$ cat config.mk
export PLATFORM = sky130hd
export DESIGN_NAME = lottery_ticket_tx_flat
export DESIGN_NICKNAME = d
export VERILOG_FILES = /design/src/rtl/lottery_ticket_tx_if.sv /design/src/rtl/lottery_ticket_tx.sv /design/src/flat_wrapper.sv
export SDC_FILE = /design/constraint.sdc
export NUM_CORES = 1
export LEC_CHECK = 0
export CAP_MARGIN = 25
export CORE_UTILIZATION = 34
export CTS_CLUSTER_DIAMETER = 80
export DETAILED_ROUTE_END_ITERATION = 7
export SYNTH_ARGS = -nofsm -noshare
export SYNTH_HDL_FRONTEND = slang
export SYNTH_SLANG_ARGS = --single-unit
$ cat constraint.sdc
create_clock -name clk -period 4.7 [get_ports clk]
set_clock_uncertainty 0.1 [all_clocks]
set_input_delay 0.94 -clock clk [delete_from_list [all_inputs] [get_ports clk]]
set_output_delay 0.94 -clock clk [all_outputs]
set_load 0.01 [all_outputs]
$ cat src/rtl/lottery_ticket_tx_if.sv
`default_nettype none
// ============================================================================
// Module   : lottery_ticket_tx_if
// Brief    : Bundles the host request/result signals and the lottery-side
//            bet-entry signals of the ticket transmitter.
//            master = transmitter view, slave = host/lottery view.
// Revision : 1.0  initial release
// ============================================================================
interface lottery_ticket_tx_if;
    // Host request
    logic       start;
    logic [4:0] num0;
    logic [4:0] num1;
    logic [4:0] num2;
    logic [4:0] num3;
    // Lottery status and verdict
    logic       sysrdy;
    logic       rd_err;
    logic       winner;
    logic       not_a_win;
    logic [2:0] eur100;
    logic [3:0] eur010;
    logic [3:0] eur001;
    // Lottery-facing outputs
    logic [4:0] n_out;
    logic       scan_out;
    // Host-facing results
    logic       busy;
    logic       done;
    logic       won;
    logic       lost;
    logic       err;
    logic [2:0] prize100;
    logic [3:0] prize010;
    logic [3:0] prize001;
    logic [2:0] retries;

    modport master (
        input  start, num0, num1, num2, num3,
        input  sysrdy, rd_err, winner, not_a_win, eur100, eur010, eur001,
        output n_out, scan_out, busy, done, won, lost, err,
        output prize100, prize010, prize001, retries
    );

    modport slave (
        output start, num0, num1, num2, num3,
        output sysrdy, rd_err, winner, not_a_win, eur100, eur010, eur001,
        input  n_out, scan_out, busy, done, won, lost, err,
        input  prize100, prize010, prize001, retries
    );
endinterface
`default_nettype wire

$ cat src/rtl/lottery_ticket_tx.sv
`default_nettype none
// ============================================================================
// Module   : lottery_ticket_tx
// Brief    : Lottery bet-entry transmitter. Latches a four-number ticket,
//            waits for the lottery to be ready, strobes each number out with
//            setup/high/gap timing, re-sends on read error, then captures the
//            win/no-win verdict and BCD prize for the host.
// Options  : LOTTERY_TX_RANGE_CHECK_EN - reject tickets containing a 0.
// Revision : 1.0  initial release
// ============================================================================
module lottery_ticket_tx #(
    parameter int SETUP_CYC   = 2,
    parameter int SCAN_HIGH   = 2,
    parameter int GAP_CYC     = 2,
    parameter int MAX_RETRY   = 2,
    parameter int RES_TIMEOUT = 255
) (
    input wire                  clk,
    input wire                  reset,
    lottery_ticket_tx_if.master bus
);

    typedef enum logic [2:0] {
        S_IDLE     = 3'd0,
        S_WAIT_RDY = 3'd1,
        S_SETUP    = 3'd2,
        S_STROBE   = 3'd3,
        S_GAP      = 3'd4,
        S_WAIT_RES = 3'd5,
        S_DONE     = 3'd6,
        S_FAIL     = 3'd7
    } state_t;

    state_t     state_q;
    logic [15:0] cnt_q;       // phase length counter, also the verdict timeout
    logic [1:0]  idx_q;       // which ticket number is on the wire
    logic [4:0]  num_q [4];
    logic [4:0]  n_out_q;
    logic        scan_q;
    logic        busy_q;
    logic        done_q;
    logic        won_q;
    logic        lost_q;
    logic        err_q;
    logic [2:0]  p100_q;
    logic [3:0]  p010_q;
    logic [3:0]  p001_q;
    logic [2:0]  retries_q;

    logic range_bad;
    logic setup_last;
    logic strobe_last;
    logic gap_last;
    logic res_last;

`ifdef LOTTERY_TX_RANGE_CHECK_EN
    assign range_bad = (bus.num0 == 5'd0) || (bus.num1 == 5'd0) ||
                       (bus.num2 == 5'd0) || (bus.num3 == 5'd0);
`else
    assign range_bad = 1'b0;
`endif

    assign setup_last  = (cnt_q == 16'(SETUP_CYC - 1));
    assign strobe_last = (cnt_q == 16'(SCAN_HIGH - 1));
    assign gap_last    = (cnt_q == 16'(GAP_CYC - 1));
    assign res_last    = (cnt_q == 16'(RES_TIMEOUT - 1));

    // Ticket sequencer; every output is registered alongside the state.
    always_ff @(posedge clk) begin
        if (reset) begin
            state_q   <= S_IDLE;
            cnt_q     <= '0;
            idx_q     <= '0;
            for (int i = 0; i < 4; i++) num_q[i] <= '0;
            n_out_q   <= '0;
            scan_q    <= 1'b0;
            busy_q    <= 1'b0;
            done_q    <= 1'b0;
            won_q     <= 1'b0;
            lost_q    <= 1'b0;
            err_q     <= 1'b0;
            p100_q    <= '0;
            p010_q    <= '0;
            p001_q    <= '0;
            retries_q <= '0;
        end else begin
            done_q <= 1'b0;
            case (state_q)
                S_IDLE: begin
                    if (bus.start) begin
                        num_q[0]  <= bus.num0;
                        num_q[1]  <= bus.num1;
                        num_q[2]  <= bus.num2;
                        num_q[3]  <= bus.num3;
                        won_q     <= 1'b0;
                        lost_q    <= 1'b0;
                        p100_q    <= '0;
                        p010_q    <= '0;
                        p001_q    <= '0;
                        retries_q <= '0;
                        cnt_q     <= '0;
                        idx_q     <= '0;
                        busy_q    <= 1'b1;
                        if (range_bad) begin
                            state_q <= S_FAIL;
                            err_q   <= 1'b1;
                            done_q  <= 1'b1;
                        end else begin
                            state_q <= S_WAIT_RDY;
                            err_q   <= 1'b0;
                        end
                    end
                end

                S_WAIT_RDY: begin
                    if (bus.sysrdy) begin
                        state_q <= S_SETUP;
                        idx_q   <= '0;
                        cnt_q   <= '0;
                        n_out_q <= num_q[0];
                    end
                end

                S_SETUP: begin
                    if (setup_last) begin
                        state_q <= S_STROBE;
                        cnt_q   <= '0;
                        scan_q  <= 1'b1;
                    end else begin
                        cnt_q <= cnt_q + 16'd1;
                    end
                end

                S_STROBE: begin
                    if (strobe_last) begin
                        state_q <= S_GAP;
                        cnt_q   <= '0;
                        scan_q  <= 1'b0;
                    end else begin
                        cnt_q <= cnt_q + 16'd1;
                    end
                end

                S_GAP: begin
                    // A read error anywhere in the gap throws the whole ticket away.
                    if (bus.rd_err) begin
                        cnt_q   <= '0;
                        n_out_q <= '0;
                        if (retries_q < 3'(MAX_RETRY)) begin
                            retries_q <= retries_q + 3'd1;
                            state_q   <= S_WAIT_RDY;
                        end else begin
                            state_q <= S_FAIL;
                            err_q   <= 1'b1;
                            done_q  <= 1'b1;
                        end
                    end else if (gap_last) begin
                        cnt_q <= '0;
                        if (idx_q == 2'd3) begin
                            state_q <= S_WAIT_RES;
                            n_out_q <= '0;
                        end else begin
                            state_q <= S_SETUP;
                            idx_q   <= idx_q + 2'd1;
                            n_out_q <= num_q[idx_q + 2'd1];
                        end
                    end else begin
                        cnt_q <= cnt_q + 16'd1;
                    end
                end

                S_WAIT_RES: begin
                    // A verdict on the last timeout cycle still wins over the timeout.
                    if (bus.winner && bus.not_a_win) begin
                        state_q <= S_FAIL;
                        err_q   <= 1'b1;
                        done_q  <= 1'b1;
                    end else if (bus.winner) begin
                        state_q <= S_DONE;
                        won_q   <= 1'b1;
                        p100_q  <= bus.eur100;
                        p010_q  <= bus.eur010;
                        p001_q  <= bus.eur001;
                        done_q  <= 1'b1;
                    end else if (bus.not_a_win) begin
                        state_q <= S_DONE;
                        lost_q  <= 1'b1;
                        p100_q  <= '0;
                        p010_q  <= '0;
                        p001_q  <= '0;
                        done_q  <= 1'b1;
                    end else if (res_last) begin
                        state_q <= S_FAIL;
                        err_q   <= 1'b1;
                        done_q  <= 1'b1;
                    end else begin
                        cnt_q <= cnt_q + 16'd1;
                    end
                end

                S_DONE, S_FAIL: begin
                    state_q <= S_IDLE;
                    busy_q  <= 1'b0;
                    cnt_q   <= '0;
                end

                default: begin
                    state_q <= S_IDLE;
                    busy_q  <= 1'b0;
                    scan_q  <= 1'b0;
                    n_out_q <= '0;
                end
            endcase
        end
    end

    assign bus.n_out    = n_out_q;
    assign bus.scan_out = scan_q;
    assign bus.busy     = busy_q;
    assign bus.done     = done_q;
    assign bus.won      = won_q;
    assign bus.lost     = lost_q;
    assign bus.err      = err_q;
    assign bus.prize100 = p100_q;
    assign bus.prize010 = p010_q;
    assign bus.prize001 = p001_q;
    assign bus.retries  = retries_q;

endmodule
`default_nettype wire

$ cat src/flat_wrapper.sv
// flat-port wrapper written by rule: the top's interface ports become plain ports
module lottery_ticket_tx_flat 
#(
    parameter int SETUP_CYC   = 2,
    parameter int SCAN_HIGH   = 2,
    parameter int GAP_CYC     = 2,
    parameter int MAX_RETRY   = 2,
    parameter int RES_TIMEOUT = 255
)
  (clk, reset, bus_start, bus_num0, bus_num1, bus_num2, bus_num3, bus_sysrdy, bus_rd_err, bus_winner, bus_not_a_win, bus_eur100, bus_eur010, bus_eur001, bus_n_out, bus_scan_out, bus_busy, bus_done, bus_won, bus_lost, bus_err, bus_prize100, bus_prize010, bus_prize001, bus_retries);
  lottery_ticket_tx_if bus_i ();
  input wire clk;
  input wire reset;
  input wire logic [$bits(bus_i.start)-1:0] bus_start;
  input wire logic [$bits(bus_i.num0)-1:0] bus_num0;
  input wire logic [$bits(bus_i.num1)-1:0] bus_num1;
  input wire logic [$bits(bus_i.num2)-1:0] bus_num2;
  input wire logic [$bits(bus_i.num3)-1:0] bus_num3;
  input wire logic [$bits(bus_i.sysrdy)-1:0] bus_sysrdy;
  input wire logic [$bits(bus_i.rd_err)-1:0] bus_rd_err;
  input wire logic [$bits(bus_i.winner)-1:0] bus_winner;
  input wire logic [$bits(bus_i.not_a_win)-1:0] bus_not_a_win;
  input wire logic [$bits(bus_i.eur100)-1:0] bus_eur100;
  input wire logic [$bits(bus_i.eur010)-1:0] bus_eur010;
  input wire logic [$bits(bus_i.eur001)-1:0] bus_eur001;
  output wire logic [$bits(bus_i.n_out)-1:0] bus_n_out;
  output wire logic [$bits(bus_i.scan_out)-1:0] bus_scan_out;
  output wire logic [$bits(bus_i.busy)-1:0] bus_busy;
  output wire logic [$bits(bus_i.done)-1:0] bus_done;
  output wire logic [$bits(bus_i.won)-1:0] bus_won;
  output wire logic [$bits(bus_i.lost)-1:0] bus_lost;
  output wire logic [$bits(bus_i.err)-1:0] bus_err;
  output wire logic [$bits(bus_i.prize100)-1:0] bus_prize100;
  output wire logic [$bits(bus_i.prize010)-1:0] bus_prize010;
  output wire logic [$bits(bus_i.prize001)-1:0] bus_prize001;
  output wire logic [$bits(bus_i.retries)-1:0] bus_retries;
  assign bus_i.start = bus_start;
  assign bus_i.num0 = bus_num0;
  assign bus_i.num1 = bus_num1;
  assign bus_i.num2 = bus_num2;
  assign bus_i.num3 = bus_num3;
  assign bus_i.sysrdy = bus_sysrdy;
  assign bus_i.rd_err = bus_rd_err;
  assign bus_i.winner = bus_winner;
  assign bus_i.not_a_win = bus_not_a_win;
  assign bus_i.eur100 = bus_eur100;
  assign bus_i.eur010 = bus_eur010;
  assign bus_i.eur001 = bus_eur001;
  assign bus_n_out = bus_i.n_out;
  assign bus_scan_out = bus_i.scan_out;
  assign bus_busy = bus_i.busy;
  assign bus_done = bus_i.done;
  assign bus_won = bus_i.won;
  assign bus_lost = bus_i.lost;
  assign bus_err = bus_i.err;
  assign bus_prize100 = bus_i.prize100;
  assign bus_prize010 = bus_i.prize010;
  assign bus_prize001 = bus_i.prize001;
  assign bus_retries = bus_i.retries;
  lottery_ticket_tx #(.SETUP_CYC(SETUP_CYC), .SCAN_HIGH(SCAN_HIGH), .GAP_CYC(GAP_CYC), .MAX_RETRY(MAX_RETRY), .RES_TIMEOUT(RES_TIMEOUT)) u_core (.clk(clk), .reset(reset), .bus(bus_i));
endmodule
### Layout detail

Scale bar: 10 microns. Window x 35 to 65, y 35 to 65 microns. Cells in gray, sequential cells in the stronger gray; small squares are vias.
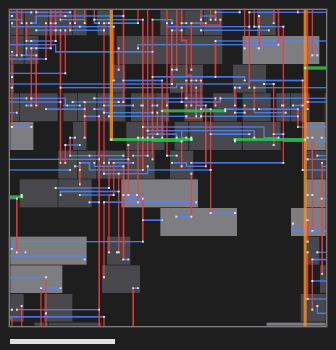
Blue is M1. Green is M3. Orange is M4. Red is M2.
49 logic cells have their middle in the window. Sequential cells in the window: 5. Most frequent: nor2_1 (6), dfxtp_1 (5), nand2_1 (4). Netlist names of flops here include u_core.bus.n_out (2), u_core.state_q (2).

==> impl_metrics.toml <==
# implementation run metrics
[yosys]
cell_area_after_synthesis_sq_mm = 0.00332
synth_chip_area_sq_mm = 0.00332
synthesis.yosys.warnings = 0
yosysCellCount = 348
syn_nets = 393
post-synth-top-area-cell = "sky130_fd_sc_hd__dfxtp_1"
flop_cell = "sky130_fd_sc_hd__dfxtp_1"
synth.mux.area_fraction_pct = 4.04
synth_cells = 348
share_of_the_synthesized_area_in_the_top_cell_type_pct = 27.8
syn_avg_cell_area_sq_um = 9.53
synth.lib_cells_used.distinct = 63
xor_share_pct = 1.58
registers_synthesis = 66
fa_ha_area_share_pct = 2.64
post_synth_most_frequent_cells = "46 x sky130_fd_sc_hd__dfxtp_1, 30 x sky130_fd_sc_hd__nor2_1, 29 x sky130_fd_sc_hd__a21oi_1"
synth.yosys.seq_area_share_pct = 45.9
synth_dominant_cell_count = "sky130_fd_sc_hd__dfxtp_1"
synth_async_sr_flop_share_pct = 0

[setup_path]
critical_path.endpoint = "u_core.cnt_q[15]$_SDFFE_PP0P_"
critical_path_buf_inv_count = 1
slowest_cell_on_the_critical_path = "sky130_fd_sc_hd__clkdlybuf4s50_1"
critPathMaxFanout = 10
critical_path.top_delay_family = "simple AND/OR/NAND/NOR gates"
timing.rr.start = "u_core.state_q[2]$_SDFFE_PP0P_"
endpoint_kind = "flop"
critPathLaunchType = "primary input"
rr_endpoint = "u_core.bus.prize100[0]$_SDFFE_PP0P_"
critical_path_class = "primary input to flop"
launch_point_of_the_worst_path = "bus_not_a_win"
r2r_slack_ps = 2050
crit_chain = "clkdlybuf4s50_1 > ha_1 > or3_4 > a22oi_4 > o21ai_4 > nor4_1 > mux2_2"

[pwr]
p_per_area_mw_per_mm2 = 357
internal_power_w = 0.00105
power_w = 0.00152
switching_power_as_a_share_of_total_power_pct = 30.9
power.sequential.total_w = 0.000700
switching_power_w = 0.000470
power_leakage_nw = 1.46
ir_drop_v = 0.000130
sequentialPowerShare_pct = 46.0
pg_clk_w = 0.000489
share_comb_of_total_power_pct = 21.9
power.largest_group = "sequential cells"

[global_routing]
grt_antenna_before_repair = 0
groute.layer.met1.usage_pct = 20.0
grt_start_max_net_pins = 32
wire_length_of_the_first_global_routing_pass_microns = 12400
via_count_of_the_first_global_routing_pass = 2550
globalRouteOverflowTotal = 0
use_met3_pct = 4.37
top_usage_layer = "met2"
global_route.usage.met2_pct = 25.1

[floorplanning]
io-pin-count = 63
floorplan.die.height_microns = 101
fp.dieArea_sq_mm = 0.0102
fp.dieW_microns = 101
placementRows = 35

[final_layout]
finalNetCount = 450
layout_top_cells = "62 x sky130_fd_sc_hd__clkdlybuf4s50_1, 46 x sky130_fd_sc_hd__dfxtp_1, 30 x sky130_fd_sc_hd__nor2_1, 29 x sky130_fd_sc_hd__a21oi_1, 25 x sky130_fd_sc_hd__nand2_1"
postLayoutCellArea_sq_mm = 0.00426
mostFrequentLayoutCell = "sky130_fd_sc_hd__clkdlybuf4s50_1"
syn2layout_area_growth_pct = 28.4
drive_above_1_share_pct = 9.76
post_layout_nonfiller_instances = 539
fillCellCount = 937

[outcome]
status = "finished, final reports clean"

[cts]
insertion_delay_ps = 350
post-cts-setup-buffer-count = 0
cts-hold-fix-buffers = 0
cts.sink_count = 66
postCtsResizedCells = 0
htreeDepth = 3
tritoncts = "built"
max-clock-path-buffers = 2
cts_made_buffers = 9

[sta]
rsz0062_at_grt = "no"
worst_hold_slack_ps = 354
maxClockFrequency_mhz = 325
total_count_of_max_transition_violations_in_the_final_report = 0
finalSetupTns_ps = 0
report.final.hold_viol_count = 0
setup_viol = 0
finalWorstPathRequiredPeriod_ps = 3070
worst_pin_slew_ps = 854
finalCritPeriodShare_pct = 65.4
final_critical_path_setup_slack_ps = 1630
slew_headroom_pct = 42.9

[drt]
viasPerCell = 5.09
met3_wirelength_microns = 263
drc_errors = 0
dr.first_iter.drc_count = 136
route.layer.met1.wl_microns = 3640
dr.pass1.iters = 4
ant_nets = 0
route.detailed.wl_per_inst_microns = 14.0
via_count = 2745

[placement]
placed_cells = 522
dp.final_hpwl_microns = 5400
post_place_cell_area_sq_mm = 0.00403
place.port_buffers = 62
gp_congestion = 0.781

[min_path]
hold_path_class = "flop to flop"
hold_end = "u_core.bus.prize100[1]$_SDFFE_PP0P_"
min_from = "u_core.bus.prize100[1]$_SDFFE_PP0P_"

[run]
warning_count = 29
### Met1 routing

Supply wires on this layer in gray.
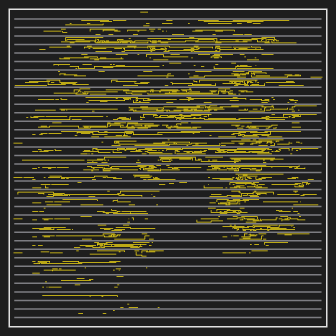
413 nets have wire on it. The wires run mostly horizontal. The layer carries 3640 microns of wire. The longest straight run is 29.0 microns. The layer holds 48% of the routed length.

[tightest hold or removal path, stage by stage (launching register included)]
cell and delay, ps:
sky130_fd_sc_hd__dfxtp_1 310, sky130_fd_sc_hd__nand2_1 50, sky130_fd_sc_hd__a21oi_1 50
[registers in the layout, summed over array words and instances (netlist names), 2 cells and up]
name and count:
u_core.bus.prize010 4, u_core.bus.retries 3, u_core.bus.n_out 5, u_core.bus.prize001 4
u_core.num_q 20, u_core.state_q 3, u_core.idx_q 2, u_core.bus.prize100 3
u_core.cnt_q 16
[layout make-up]
cell class                      instances  area, sq um  area share (%)
Timing Repair Buffer                   65          663            15.6
Tap cell                              129          161            3.79
Clock inverter                          7         76.3            1.79
Inverter                               15         56.3            1.32
Clock buffer                            9          124            2.91
Multi-Input combinational cell        248         1660            38.9
Sequential cell                        66         1520            35.7
